[src/rtl/debug_ctrl_dump.sv]
// rtl/debug_ctrl_dump.sv - debug controller: run/step/halt commands and LSB-first UART state dump
module debug_ctrl_dump #(
  parameter int BYTE      = 8,
  parameter int WORD      = 32,
  parameter int ADDR      = 5,
  parameter int NREGS     = 32,
  parameter int MEM_DEPTH = 32,
  parameter logic [BYTE-1:0] CMD_RUN  = BYTE'(4),
  parameter logic [BYTE-1:0] CMD_HALT = BYTE'(5),
  parameter logic [BYTE-1:0] CMD_STEP = BYTE'(6),
  parameter logic [BYTE-1:0] CMD_DUMP = BYTE'(7)
) (
  input  logic            i_clock,
  input  logic            i_reset,
  input  logic [BYTE-1:0] i_rx_data,
  input  logic            i_rx_valid,
  input  logic            i_tx_ready,
  output logic [BYTE-1:0] o_tx_data,
  output logic            o_tx_start,
  input  logic            i_halt,
  input  logic [WORD-1:0] i_pc,
  output logic            o_cpu_enable,
  output logic            o_rd_sel,
  output logic [ADDR-1:0] o_rd_addr,
  input  logic [WORD-1:0] i_rd_data,
  output logic            o_busy,
  output logic            o_done
);

  localparam int NBYTES = WORD / BYTE;
  localparam int NIDX   = 1 + NREGS + MEM_DEPTH;
  localparam int IDXW   = $clog2(NIDX + 1);
  localparam int BCW    = $clog2(NBYTES + 1);
  // Address arithmetic is done at least ADDR bits wide so the final cast only truncates.
  localparam int CW     = (IDXW > ADDR) ? IDXW : ADDR;

  localparam logic [IDXW-1:0] IDX_LAST  = IDXW'(NREGS + MEM_DEPTH);
  localparam logic [IDXW-1:0] IDX_NREGS = IDXW'(NREGS);
  localparam logic [BCW-1:0]  LAST_BYTE = BCW'(NBYTES - 1);

  typedef enum logic [2:0] {IDLE, RUN, STEP, D_REQ, D_WAIT, D_SEND, D_NEXT} state_t;

  state_t            r_state;
  logic [IDXW-1:0]   r_idx;
  logic [BCW-1:0]    r_byte;
  logic [WORD-1:0]   r_shift;
  logic [BYTE-1:0]   r_tx_data;
  logic              r_tx_start;
  logic              r_cpu_enable;
  logic              r_rd_sel;
  logic [ADDR-1:0]   r_rd_addr;
  logic              r_busy;
  logic              r_done;

  state_t            w_next;
  logic [IDXW-1:0]   w_idx_nxt;
  logic              w_set_done;
  logic              w_fire;
  logic              w_rd_sel;
  logic [CW-1:0]     w_idx_ext;
  logic [ADDR-1:0]   w_rd_addr;

  // Next-state decode, byte-send decision and read-address generation for the upcoming index.
  always_comb begin
    w_next     = r_state;
    w_idx_nxt  = r_idx;
    w_set_done = 1'b0;
    w_fire     = 1'b0;
    case (r_state)
      IDLE: begin
        if (i_rx_valid) begin
          if (i_rx_data == CMD_RUN && !r_done)       w_next = RUN;
          else if (i_rx_data == CMD_STEP && !r_done) w_next = STEP;
          else if (i_rx_data == CMD_DUMP)            w_next = D_REQ;
        end
      end
      RUN: begin
        // A retired halt beats a simultaneous halt command so o_done is never missed.
        if (i_halt) begin
          w_set_done = 1'b1;
          w_next     = D_REQ;
        end else if (i_rx_valid && i_rx_data == CMD_HALT) begin
          w_next = D_REQ;
        end
      end
      STEP: begin
        w_set_done = i_halt;
        w_next     = D_REQ;
      end
      D_REQ:  w_next = D_WAIT;
      D_WAIT: w_next = D_SEND;
      D_SEND: begin
        // While o_tx_start is high the transmitter has not yet had a chance to drop ready.
        if (i_tx_ready && !r_tx_start) begin
          w_fire = 1'b1;
          if (r_byte == LAST_BYTE) w_next = D_NEXT;
        end
      end
      D_NEXT: begin
        if (r_idx == IDX_LAST) begin
          w_next    = IDLE;
          w_idx_nxt = '0;
        end else begin
          w_next    = D_REQ;
          w_idx_nxt = r_idx + 1'b1;
        end
      end
      default: w_next = IDLE;
    endcase

    // Index 0 is the PC, then NREGS registers, then the memory words.
    w_idx_ext = CW'(w_idx_nxt);
    w_rd_sel  = (w_idx_nxt > IDX_NREGS);
    if (w_rd_sel)               w_rd_addr = ADDR'(w_idx_ext - CW'(NREGS + 1));
    else if (w_idx_nxt == '0)   w_rd_addr = '0;
    else                        w_rd_addr = ADDR'(w_idx_ext - CW'(1));
  end

  // State register and all registered outputs; reset overrides any dump in progress.
  always_ff @(posedge i_clock) begin
    if (!i_reset) begin
      r_state      <= IDLE;
      r_idx        <= '0;
      r_byte       <= '0;
      r_shift      <= '0;
      r_tx_data    <= '0;
      r_tx_start   <= 1'b0;
      r_cpu_enable <= 1'b0;
      r_rd_sel     <= 1'b0;
      r_rd_addr    <= '0;
      r_busy       <= 1'b0;
      r_done       <= 1'b0;
    end else begin
      r_state      <= w_next;
      r_idx        <= w_idx_nxt;
      r_cpu_enable <= (w_next == RUN) || (w_next == STEP);
      r_busy       <= (w_next != IDLE);
      r_rd_sel     <= w_rd_sel;
      r_rd_addr    <= w_rd_addr;
      r_tx_start   <= w_fire;
      if (w_set_done) r_done <= 1'b1;
      if (r_state == D_WAIT) begin
        r_shift <= (r_idx == '0) ? i_pc : i_rd_data;
        r_byte  <= '0;
      end else if (w_fire) begin
        r_tx_data <= r_shift[BYTE-1:0];
        r_shift   <= r_shift >> BYTE;
        r_byte    <= r_byte + 1'b1;
      end
    end
  end

  assign o_tx_data    = r_tx_data;
  assign o_tx_start   = r_tx_start;
  assign o_cpu_enable = r_cpu_enable;
  assign o_rd_sel     = r_rd_sel;
  assign o_rd_addr    = r_rd_addr;
  assign o_busy       = r_busy;
  assign o_done       = r_done;

endmodule
[config.mk]
export PLATFORM = sky130hd
export DESIGN_NAME = debug_ctrl_dump
export DESIGN_NICKNAME = d
export VERILOG_FILES = /design/src/rtl/debug_ctrl_dump.sv
export SDC_FILE = /design/constraint.sdc
export NUM_CORES = 1
export LEC_CHECK = 0
export CAP_MARGIN = 20
export CORE_UTILIZATION = 52
export CTS_CLUSTER_DIAMETER = 30
export DETAILED_ROUTE_END_ITERATION = 16
export PLACE_DENSITY = 0.86
export SLEW_MARGIN = 10
export SYNTH_ARGS = -nofsm -noshare
export SYNTH_HDL_FRONTEND = slang
export SYNTH_SLANG_ARGS = --single-unit
[constraint.sdc]
create_clock -name i_clock -period 5.9 [get_ports i_clock]
set_input_delay 1.475 -clock i_clock [delete_from_list [all_inputs] [get_ports i_clock]]
set_output_delay 1.475 -clock i_clock [all_outputs]
set_load 0.05 [all_outputs]
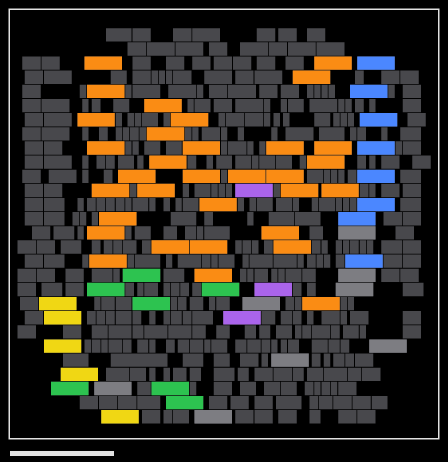
Fig. 1. Where the registers sit (run 1).
The bar under the picture is 20 um long. Other sequential cells in the stronger gray, the rest of the logic in the fainter gray.
| color | netlist name | placed flops |
|---|---|---|
| green | `r_idx` | 7 |
| orange | `r_shift` | 32 |
| purple | `r_byte` | 3 |
| yellow | `o_rd_addr` | 5 |
| blue | `o_tx_data` | 8 |

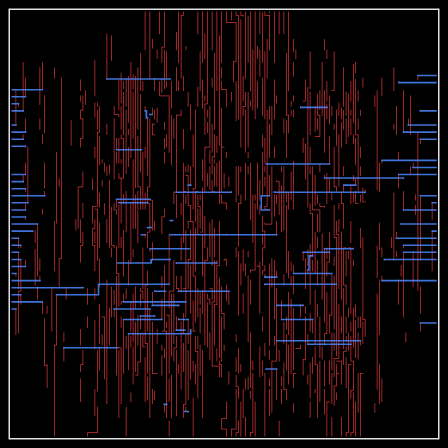
Fig. 2. Wiring by layer (run 1).
Only two layers are drawn.
| color | layer | wire length |
|---|---|---|
| red | met2 | 4140 um |
| blue | met3 | 516 um |

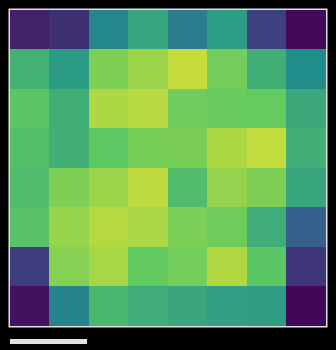
Fig. 3. Cell density map (run 1).
The bar under the picture is 20 um long. 8 x 8 tiles, from dark purple (low) to yellow (high), 0 to 100% covered.
densest ninth of the die: middle
fullest tile: 91%
mean over tiles: 64%
nearly empty tiles: 1.6%
tiles over 75% full: 45%

==> flow_summary_export.csv, run 1 <==
group,metric,value,unit
power,p_int,0.000781,W
place,port_buffers,94,
worst_setup_path,path_cells,"clkdlybuf4s50_1",
finish,clockBufferCount,9,
final_timing,finalHoldViolCount,0,
worst_setup_path,path_max_fanout,4,
final_timing,slew_headroom,0.359,
detailed_routing,via_count,3150,
finish,layout.nets,553,
synthesis,synth_area,0.00335,mm^2
worst_setup_path,endpoint,"o_done",
die,coreArea,0.00606,mm^2
cts,cts.path.max_buffers,2,
global_routing,gr-usage-met1,0.324,
worst_setup_path,critPathBufInv,1,
worst_setup_path,r2r_start,"r_state[1]$_SDFF_PN0_",
synthesis,syn_avg_cell_area,8.53,um^2
finish,clkCellAreaFrac,0.0444,
finish,flop_area,0.00126,mm^2
worst_setup_path,startpoint,"o_done$_SDFFE_PN0P_",
power,seq-power,0.000496,W
detailed_routing,wl_met2,4140,um
synthesis,ys_cells,393,
synthesis,synth.distinct_cells,49,
cts,clk_latency,0.35,ns
synthesis,ys_sh_xor,0.0157,
worst_setup_path,slowest_stage,"clkdlybuf4s50_1",
synthesis,top_logic_kind,"simple AND/OR/NAND/NOR gates",
detailed_routing,routedWlPerCell,15.2,um
cts,cts_sinks,63,
final_timing,rsz0062_at_grt,"false",
worst_setup_path,critPathArrivalTime,1.56,ns
final_timing,min_period_over_period,0.515,
finish,regMostFlops,"r_shift",
finish,num_antenna_cells,0,
synthesis,top_area_cell,"dfxtp_1",
worst_setup_path,crit_required,4.43,ns
worst_setup_path,r2r_slack,3.44,ns
cts,cts_tree,"yes",
finish,fin_area,0.00443,mm^2
cts,numCtsBuffers,9,
final_timing,layout_setup_ws,2.86,ns
worst_setup_path,critical_path.max_stage_delay,0.82,ns
synthesis,yosysMostFrequentCell,"nand2_1",
finish,largest_cell_class,"logic gates",
detailed_routing,dr.pass1.iters,5,
synthesis,aoi_share,0.170,
detailed_routing,top_layer,"met4",
finish,seq_share,0.285,
worst_setup_path,r2r_end,"o_rd_addr[2]$_SDFF_PN0_",
min_path,hold_class,"flip-flop to flip-flop",
die,die_y,82.3,um
synthesis,top_cells_by_area,"dfxtp_1 (38%), nand2_1 (9.1%), mux2_4 (8.5%)",
power,p_sw_frac,0.302,
synthesis,async_flop_share,0,
job,maxCapViolCount,0,
power,maxPowerGroup,"registers",
die,placement_rows,28,
power,clkPwrFrac,0.340,
finish,mostFrequentLayoutCell,"clkdlybuf4s50_1",
global_routing,track_usage,0.265,
die,die_width,82.3,um
worst_setup_path,worstSetupPathType,"flip-flop to output pin",
synthesis,ys_seq_share,0.376,
global_routing,gr-usage-met2,0.438,
finish,drive_gt1_frac,0.124,
worst_setup_path,reg2regPathDepth,7,
power,power_frac_seq,0.443,
global_routing,grt_busiest_layer,"met2",
place,dpl.cell_count,533,
power,p_comb,0.000243,W
power,finalPower,0.00112,W
min_path,hold_depth,2,
worst_setup_path,critical_path.top_delay_family,"buffers and inverters",
final_timing,finalSetupViolations,0,
synthesis,common_cells,"nand2_1 (81), dfxtp_1 (63), nor2_1 (45)",
finish,n_fill_cell,451,
global_routing,grt_first_pass_wirelength,13500,um
outcome,status,"finished, final reports clean",
global_routing,grt_max_degree,54,
place,placed_cell_area,0.00423,mm^2
power,p_leak,1.62,nW
synthesis,synth_top_area_share,0.376,
die,die-area,0.00677,mm^2
die,fp_util,0.553,
cts,clk_pin_slew_worst_paths,0.08,ns
Fig. 4: run 1, routed metal per tile
16 x 16 tiles, from dark purple (low) to yellow (high), scaled to the fullest tile. Values are wire area over tile area, all layers added.
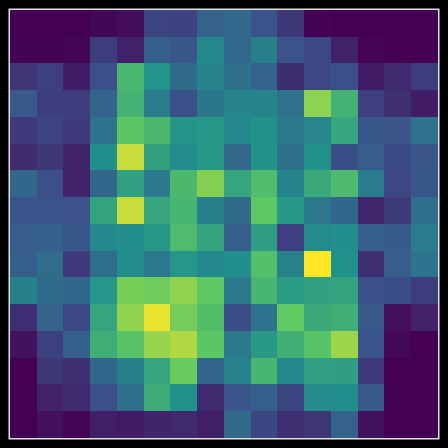

==> run 1 -> run 2 <==
Settings changed: CORE_UTILIZATION 52 to 48, PLACE_DENSITY 0.86 to 0.8.
Clock period 5.9 ns to 3.1 ns, I/O delays scaled along.
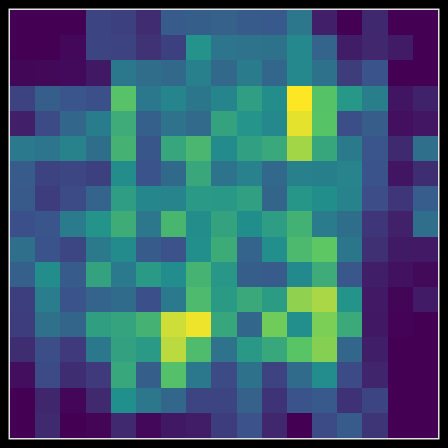
Fig. 5. Routed metal per tile (run 2).
17 x 17 tiles, from dark purple (low) to yellow (high), scaled to the fullest tile. Values are wire area over tile area, all layers added.
tiles over half the peak: 22%
mean over tiles: 0.17
nearly empty tiles: 10%
fullest tile: 0.52
routed len/inst: 14.1 um
routed wire length: 7900 um
vias post-DR: 3065

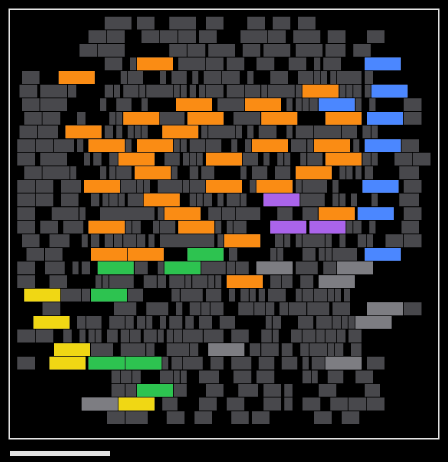
Fig. 6. Where the registers sit (run 2).
The bar under the picture is 20 um long. Other sequential cells in the stronger gray, the rest of the logic in the fainter gray.
| color | netlist name | placed flops |
|---|---|---|
| green | `r_idx` | 7 |
| purple | `r_byte` | 3 |
| blue | `o_tx_data` | 8 |
| yellow | `o_rd_addr` | 5 |
| orange | `r_shift` | 32 |
Sequential Power: 0.000941 W
register area: 0.00126 mm^2

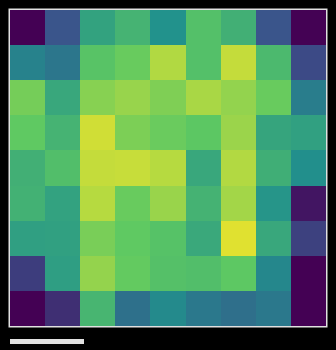
Fig. 7. Cell density map (run 2).
The bar under the picture is 20 um long. 9 x 9 tiles, from dark purple (low) to yellow (high), 0 to 100% covered.
nearly empty tiles: 6.2%
fullest tile: 95%
emptiest ninth of the die: bottom right
Placeable Area: 0.00676 mm^2
initial core utilization: 0.496
post-layout util: 0.666

==> run 2 against run 1 <==
Effect of this change:
- register-to-register slack got worse by 2.9 ns
- area after synthesis did not move
- combinational power rose by 91%
- synthesized cell count did not move
- clock skew rose by 0.0024 ns
- clock power rose by 110%
- critical endpoint is now o_rd_addr[3]$_SDFF_PN0_
==> flow_summary_export.csv, run 2 <==
group,metric,value,unit
outcome,status,"finished, final reports clean",
synthesis,yosysWarnings,0,
worst_setup_path,critical_path.top_delay_family,"AND-OR/OR-AND gates",
job,warnings,28,
synthesis,aoi_share,0.170,
worst_setup_path,slowest_stage,"dfxtp_1",
global_routing,grt_busiest_layer,"met2",
synthesis,top_logic_kind,"simple AND/OR/NAND/NOR gates",
final_timing,skew,0.00864,ns
worst_setup_path,path_cells,"nand3b_1, a211oi_1, a21oi_1, ha_1, o2111ai_1, a211oi_2, a211oi_1",
cts,numCtsBuffers,9,
min_path,hold_start,"r_shift[3]$_SDFFE_PN0P_",
die,die_y,85.6,um
worst_setup_path,critPathBufInv,0,
synthesis,ys_cells,393,
cts,cts_hold_buf,0,
synthesis,fp_nets,476,
global_routing,grt_first_pass_wirelength,13200,um
global_routing,first_global_vias,2993,
power,finalPower,0.00220,W
global_routing,gr-usage-met2,0.377,
final_timing,finalHoldViolCount,0,
cts,cts_tree,"yes",
worst_setup_path,critPathArrivalTime,2.75,ns
worst_setup_path,path_max_fanout,19,
detailed_routing,dr.pass1.iters,5,
finish,comb_area_frac,0.422,
finish,clkCellAreaFrac,0.0495,
place,placed_cell_area,0.00428,mm^2
worst_setup_path,startpoint,"r_state[1]$_SDFF_PN0_",
worst_setup_path,endpoint,"o_rd_addr[3]$_SDFF_PN0_",
power,p_comb,0.000465,W
detailed_routing,wl_met3,341,um
synthesis,ys_seq_share,0.376,
synthesis,flop_cell,"dfxtp_1",
finish,num_antenna_cells,0,
detailed_routing,wl_met1,3490,um
cts,clk_latency,0.34,ns
detailed_routing,top_layer,"met4",
global_routing,grt_max_degree,50,
finish,clockBufferCount,11,
worst_setup_path,reg2regPathDepth,7,
finish,n_fill_cell,575,
synthesis,yosysMostFrequentCell,"nand2_1",
finish,comb_cells,294,
finish,drive_gt1_frac,0.131,
synthesis,ys_sh_xor,0.0157,
power,clkPwrFrac,0.362,
worst_setup_path,r2r_end,"o_rd_addr[3]$_SDFF_PN0_",
worst_setup_path,r2r_start,"r_state[1]$_SDFF_PN0_",
final_timing,min_period_over_period,0.811,
die,die-area,0.00732,mm^2
finish,mostFrequentLayoutCell,"clkdlybuf4s50_1",
finish,layout.nets,558,
synthesis,synth_top_area_share,0.376,
min_path,hold_depth,2,
synthesis,yosysChipArea,0.00335,mm^2
synthesis,synth.distinct_cells,49,
synthesis,common_cells,"nand2_1 (81), dfxtp_1 (63), nor2_1 (45)",
place,dpl.cell_count,544,
min_path,hold_path_end,"o_tx_data[3]$_SDFFE_PN0P_",
worst_setup_path,worstSetupPathType,"flip-flop to flip-flop",
finish,largest_cell_class,"logic gates",
synthesis,ys_sh_mux,0.129,
worst_setup_path,critical_path.max_stage_delay,0.71,ns
power,power_frac_seq,0.427,
global_routing,track_usage,0.225,
place,port_buffers,94,
final_timing,rsz0062_at_grt,"false",
power,p_leak,1.66,nW
die,placement_rows,30,
synthesis,top_area_cell,"dfxtp_1",
min_path,hold_class,"flip-flop to flip-flop",
power,p_sw_frac,0.276,
synthesis,top_cells_by_area,"dfxtp_1 (38%), nand2_1 (9.1%), mux2_4 (8.5%)",
power,maxPowerGroup,"registers",
place,place.gp.congestion,0.853,
power,p_int,0.00160,W
worst_setup_path,crit_required,3.34,ns
final_timing,layout_setup_ws,0.586,ns
job,maxCapViolCount,0,
finish,seq_share,0.280,
final_timing,finalSetupViolations,0,
final_timing,slew_headroom,0.428,
finish,fin_area,0.00450,mm^2
synthesis,async_flop_share,0,
finish,regMostFlops,"r_shift",
cts,cts.path.max_buffers,2,
die,die_width,85.6,um
power,vdd_drop_max,0.270,mV
finish,lay_top_cells,"clkdlybuf4s50_1 (94), nand2_1 (80), dfxtp_1 (63)",
final_timing,period_needed,2.51,ns
global_routing,gr-usage-met1,0.277,
synthesis,ys_sh_adder,0.0224,
cts,cts_sinks,63,
cts,cts_resized,0,
synthesis,synth_area,0.00335,mm^2
detailed_routing,wl_met2,3890,um
cts,clk_pin_slew_worst_paths,0.07,ns
finish,instances_no_fill,560,
worst_setup_path,r2r_slack,0.59,ns
synthesis,syn_avg_cell_area,8.53,um^2
Power figures rest on the tool's default switching activity, not on a simulated workload.
